==> src/rtl/alu_pkg.sv <==
// Shared opcode and FSM encodings for the ALU arbiter and the shared ALU.
package alu_pkg;
  localparam int unsigned ALU_OP_W   = 3;
  localparam int unsigned ALU_DATA_W = 32;

  typedef enum logic [ALU_OP_W-1:0] {
    ALU_ADD = 3'd0,
    ALU_SUB = 3'd1,
    ALU_AND = 3'd2,
    ALU_OR  = 3'd3,
    ALU_XOR = 3'd4
  } alu_op_t;

  typedef enum logic [1:0] {IDLE, EXEC, RESP} arb_state_t;

  function automatic logic op_illegal(input logic [ALU_OP_W-1:0] op);
    return op > ALU_XOR;
  endfunction
endpackage

==> src/rtl/alu_arbiter_if.sv <==
// Requester-facing request/response channels of the ALU arbiter.
// rsp_err exists only when ALU_ARB_ERR_EN is defined.
interface alu_arbiter_if
  import alu_pkg::*;
#(
  parameter int unsigned NUM_REQ = 4,
  parameter int unsigned DATA_W  = ALU_DATA_W,
  parameter int unsigned OP_W    = ALU_OP_W
);
  logic [NUM_REQ-1:0]        req_valid;
  logic [NUM_REQ-1:0]        req_ready;
  logic [NUM_REQ*OP_W-1:0]   req_op;
  logic [NUM_REQ*DATA_W-1:0] req_a;
  logic [NUM_REQ*DATA_W-1:0] req_b;
  logic [NUM_REQ-1:0]        rsp_valid;
  logic [NUM_REQ-1:0]        rsp_ready;
  logic [DATA_W-1:0]         rsp_data;
`ifdef ALU_ARB_ERR_EN
  logic                      rsp_err;

  modport slave (
    input  req_valid, req_op, req_a, req_b, rsp_ready,
    output req_ready, rsp_valid, rsp_data, rsp_err
  );
  modport master (
    output req_valid, req_op, req_a, req_b, rsp_ready,
    input  req_ready, rsp_valid, rsp_data, rsp_err
  );
`else
  modport slave (
    input  req_valid, req_op, req_a, req_b, rsp_ready,
    output req_ready, rsp_valid, rsp_data
  );
  modport master (
    output req_valid, req_op, req_a, req_b, rsp_ready,
    input  req_ready, rsp_valid, rsp_data
  );
`endif
endinterface

==> src/rtl/alu_arbiter_rr_arbiter.sv <==
// Combinational round-robin pick: first set request at or above ptr, wrapping.
module rr_arbiter #(
  parameter  int unsigned NUM_REQ = 4,
  localparam int unsigned PTR_W   = (NUM_REQ > 1) ? $clog2(NUM_REQ) : 1
) (
  input  logic [NUM_REQ-1:0] req,
  input  logic [PTR_W-1:0]   ptr,
  output logic [NUM_REQ-1:0] grant,
  output logic [PTR_W-1:0]   index,
  output logic               any
);
  logic        found;
  int unsigned pos;

  always_comb begin
    grant = '0;
    index = '0;
    found = 1'b0;
    pos   = 0;
    for (int unsigned k = 0; k < NUM_REQ; k++) begin
      pos = (32'(ptr) + k) % NUM_REQ;
      if (!found && req[pos]) begin
        found      = 1'b1;
        grant[pos] = 1'b1;
        index      = PTR_W'(pos);
      end
    end
  end

  assign any = |req;
endmodule

==> src/rtl/alu_arbiter.sv <==
// Round-robin front end sharing one combinational ALU among NUM_REQ requesters.
// Define ALU_ARB_ERR_EN to flag illegal opcodes on rsp_err with a zero result.
module alu_arbiter
  import alu_pkg::*;
#(
  parameter int unsigned NUM_REQ = 4,
  parameter int unsigned DATA_W  = ALU_DATA_W,
  parameter int unsigned OP_W    = ALU_OP_W
) (
  input  logic         clk,
  input  logic         rst_n,
  alu_arbiter_if.slave bus,
  output logic [31:0]  alu_control,
  output logic [31:0]  operand1,
  output logic [31:0]  operand2,
  input  logic [31:0]  alu_result
);
  localparam int unsigned PTR_W = (NUM_REQ > 1) ? $clog2(NUM_REQ) : 1;

  arb_state_t         state_q, state_d;
  logic [PTR_W-1:0]   rr_ptr, grant_q, grant_idx, ptr_next;
  logic [NUM_REQ-1:0] grant, req_ready, rsp_valid;
  logic               req_any;
  logic [OP_W-1:0]    op_q, op_sel;
  logic [DATA_W-1:0]  a_q, b_q, res_q, a_sel, b_sel, res_d;

  rr_arbiter #(.NUM_REQ(NUM_REQ)) u_rr (
    .req   (bus.req_valid),
    .ptr   (rr_ptr),
    .grant (grant),
    .index (grant_idx),
    .any   (req_any)
  );

  assign op_sel   = bus.req_op[grant_idx*OP_W +: OP_W];
  assign a_sel    = bus.req_a[grant_idx*DATA_W +: DATA_W];
  assign b_sel    = bus.req_b[grant_idx*DATA_W +: DATA_W];
  assign ptr_next = (32'(grant_q) == NUM_REQ - 1) ? '0 : grant_q + 1'b1;

  // rst_n gates req_ready so no grant is advertised while reset is held
  always_comb begin
    state_d   = state_q;
    req_ready = '0;
    rsp_valid = '0;
    unique case (state_q)
      IDLE: if (req_any && rst_n) begin
        req_ready = grant;
        state_d   = EXEC;
      end
      EXEC: state_d = RESP;
      RESP: begin
        rsp_valid[grant_q] = 1'b1;
        if (bus.rsp_ready[grant_q]) state_d = IDLE;
      end
      default: state_d = IDLE;
    endcase
  end

  always_ff @(posedge clk or negedge rst_n) begin
    if (!rst_n) begin
      state_q <= IDLE;
      rr_ptr  <= '0;
      grant_q <= '0;
      op_q    <= '0;
      a_q     <= '0;
      b_q     <= '0;
      res_q   <= '0;
    end else begin
      state_q <= state_d;
      if (state_q == IDLE && req_any) begin
        grant_q <= grant_idx;
        op_q    <= op_sel;
        a_q     <= a_sel;
        b_q     <= b_sel;
      end
      if (state_q == EXEC) res_q <= res_d;
      if (state_q == RESP && bus.rsp_ready[grant_q]) rr_ptr <= ptr_next;
    end
  end

`ifdef ALU_ARB_ERR_EN
  logic err_q;

  always_ff @(posedge clk or negedge rst_n) begin
    if (!rst_n)                          err_q <= 1'b0;
    else if (state_q == IDLE && req_any) err_q <= op_illegal(op_sel);
  end

  assign res_d       = err_q ? '0 : alu_result;
  assign bus.rsp_err = (state_q == RESP) && err_q;
`else
  assign res_d = alu_result;
`endif

  assign alu_control   = {{(32-OP_W){1'b0}}, op_q};
  assign operand1      = a_q;
  assign operand2      = b_q;
  assign bus.req_ready = req_ready;
  assign bus.rsp_valid = rsp_valid;
  assign bus.rsp_data  = res_q;

  for (genvar i = 0; i < NUM_REQ; i++) begin : g_hold
    a_valid_hold: assert property (@(posedge clk) disable iff (!rst_n)
      bus.req_valid[i] && !bus.req_ready[i] |=> bus.req_valid[i]);
  end
endmodule

==> src/flat_wrapper.sv <==
// flat-port wrapper written by rule: the top's interface ports become plain ports
module alu_arbiter_flat import alu_pkg::*;
#(
  parameter int unsigned NUM_REQ = 4,
  parameter int unsigned DATA_W  = ALU_DATA_W,
  parameter int unsigned OP_W    = ALU_OP_W
)
  (clk, rst_n, alu_control, operand1, operand2, alu_result, bus_req_valid, bus_req_op, bus_req_a, bus_req_b, bus_rsp_ready, bus_req_ready, bus_rsp_valid, bus_rsp_data);
  alu_arbiter_if #(.NUM_REQ(NUM_REQ), .DATA_W(DATA_W), .OP_W(OP_W)) bus_i ();
  input  logic clk;
  input  logic rst_n;
  output logic [31:0] alu_control;
  output logic [31:0] operand1;
  output logic [31:0] operand2;
  input  logic [31:0] alu_result;
  input wire logic [$bits(bus_i.req_valid)-1:0] bus_req_valid;
  input wire logic [$bits(bus_i.req_op)-1:0] bus_req_op;
  input wire logic [$bits(bus_i.req_a)-1:0] bus_req_a;
  input wire logic [$bits(bus_i.req_b)-1:0] bus_req_b;
  input wire logic [$bits(bus_i.rsp_ready)-1:0] bus_rsp_ready;
  output wire logic [$bits(bus_i.req_ready)-1:0] bus_req_ready;
  output wire logic [$bits(bus_i.rsp_valid)-1:0] bus_rsp_valid;
  output wire logic [$bits(bus_i.rsp_data)-1:0] bus_rsp_data;
  assign bus_i.req_valid = bus_req_valid;
  assign bus_i.req_op = bus_req_op;
  assign bus_i.req_a = bus_req_a;
  assign bus_i.req_b = bus_req_b;
  assign bus_i.rsp_ready = bus_rsp_ready;
  assign bus_req_ready = bus_i.req_ready;
  assign bus_rsp_valid = bus_i.rsp_valid;
  assign bus_rsp_data = bus_i.rsp_data;
  alu_arbiter #(.NUM_REQ(NUM_REQ), .DATA_W(DATA_W), .OP_W(OP_W)) u_core (.clk(clk), .rst_n(rst_n), .bus(bus_i), .alu_control(alu_control), .operand1(operand1), .operand2(operand2), .alu_result(alu_result));
endmodule
==> config.mk <==
export PLATFORM = sky130hd
export DESIGN_NAME = alu_arbiter_flat
export DESIGN_NICKNAME = d
export VERILOG_FILES = /design/src/rtl/alu_pkg.sv /design/src/rtl/alu_arbiter_if.sv /design/src/rtl/alu_arbiter_rr_arbiter.sv /design/src/rtl/alu_arbiter.sv /design/src/flat_wrapper.sv
export SDC_FILE = /design/constraint.sdc
export NUM_CORES = 1
export LEC_CHECK = 0
export CORE_AREA = 2 2 173 175
export CTS_BUF_LIST = sky130_fd_sc_hd__clkbuf_4 sky130_fd_sc_hd__clkbuf_8 sky130_fd_sc_hd__clkbuf_16
export DETAILED_ROUTE_END_ITERATION = 8
export DIE_AREA = 0 0 175 177
export SYNTH_ARGS = -nofsm -noshare
export SYNTH_HDL_FRONTEND = slang
export SYNTH_SLANG_ARGS = --single-unit
==> constraint.sdc <==
create_clock -name clk -period 3.6 [get_ports clk]
set_input_delay 0.54 -clock clk [delete_from_list [all_inputs] [get_ports clk]]
set_output_delay 0.54 -clock clk [all_outputs]
set_load 0.02 [all_outputs]
**Gate-type map**

(3 px per um)
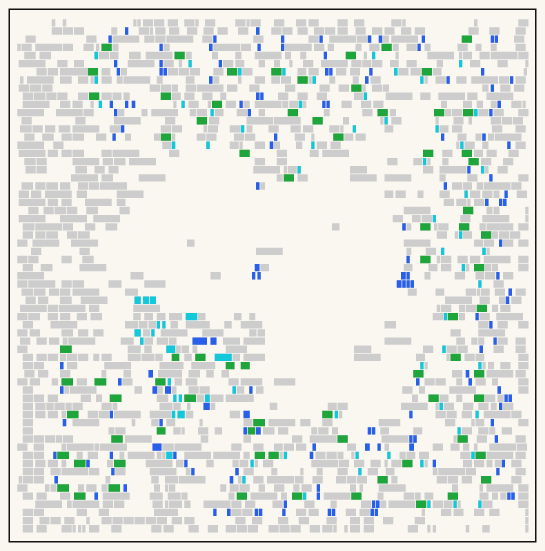
| color | family | cells | most used | where |
|---|---|---|---|---|
| cyan | NOR gates | 73 | nor2_1 | spread over the die |
| blue | NAND gates | 145 | nand2_1 | spread over the die |
| green | AND-OR and OR-AND gates | 75 | a221o_1 | spread over the die |

**A small window of the routed layout**

Window x 72 to 102, y 38 to 68 um. Cells in gray, sequential cells in the stronger gray; small squares are vias.
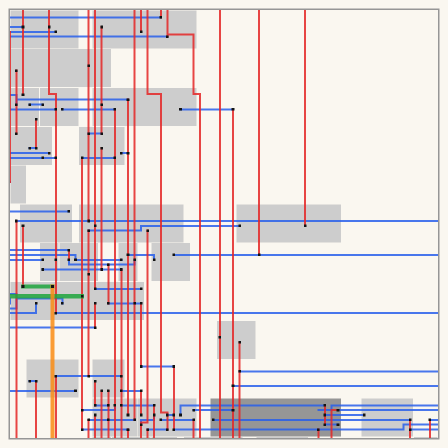
| color | layer |
|---|---|
| green | met3 |
| blue | met1 |
| red | met2 |
| orange | met4 |
sequential cells in the window: 1
netlist names of flops here include: u_core.operand1 (1)
cells with their middle in the window: 22
most frequent: buf_12 (5), clkdlybuf4s50_1 (3), buf_4 (3)

==> results.tsv <==
metric	value	unit
CP Capture Point	bus_req_ready[3]	
Antenna Violating Nets Remaining	0	
status	completed	
max-slew violation count	0	
Num CTS Buffers	9	
P_seq	2.18	mW
buffering overhead	34.95	%
crit path kind	register to output pin	
top_reg_cell synth	dfrtp_1	
WP data arrival	2.91	ns
# DRC	0	
Placement Setup Slack	0.1044	ns
asr flop ratio synth	100.0	%
Inserted Diodes	2	
Top power group	combinational logic	
worst vdd rail ir drop	0.7335	mV
inverters	61	
met2 WL	17.22	mm
Via density	5.258	
switching share of power	48.55	%
R2R depth	10	
Die Width	175	um
setup violators final	0	
-- stage by stage --
stage	hold WS (ns)	instances
after floorplan	0.2444	958
after global placement	0.4863	1685
after detailed placement	0.4922	1685
after CTS	0.4037	1701
after global routing	0.4393	1702
final	0.3892	1703
-- placed cells by master (no fill, tap or decap), types with 11 or more instances in the layout --
cell	netlist	layout
clkdlybuf4s50_1	0	412
nand2_1	131	131
dfrtp_1	105	105
mux2i_1	80	80
o22ai_1	66	66
nor2_1	68	63
inv_1	60	59
o2bb2ai_1	54	54
a221o_1	54	54
a31oi_1	49	49
mux2_2	36	36
conb_1	1	29
buf_4	38	28
o221a_2	14	14
ha_1	12	12
o21ai_0	11	11
-- repair_timing --
item	in CTS	in global routing
resized	1	4
hold endpoints to repair	0	0
setup endpoints to repair	3	3
hold buffers	0	0
-- worst min path at each step --
stage | to | start | slack, ns | depth (start not counted)
2_1_floorplan | u_core.bus.rsp_data[0]$_DFFE_PN0N_ | rst_n | 0.24 | 0
3_3_place_gp | u_core.bus.rsp_data[20]$_DFFE_PN0N_ | u_core.bus.rsp_data[20]$_DFFE_PN0N_ | 0.49 | 1
3_5_place_dp | u_core.bus.rsp_data[30]$_DFFE_PN0N_ | u_core.bus.rsp_data[30]$_DFFE_PN0N_ | 0.49 | 1
4_1_cts | u_core.operand2[30]$_DFFE_PN0P_ | rst_n | 0.40 | 2
5_1_grt | u_core.operand1[15]$_DFFE_PN0P_ | rst_n | 0.44 | 2
6_report | u_core.operand1[15]$_DFFE_PN0P_ | rst_n | 0.39 | 2
-- state kept, by name, summed over array words and instances, names as in the netlist --
name / cells
u_core.op_q: 3
u_core.operand2: 32
u_core.state_q: 2
u_core.grant_q: 2
u_core.operand1: 32
u_core.bus.rsp_data: 32
u_core.rr_ptr: 2
Power and IR drop assume default switching activity.
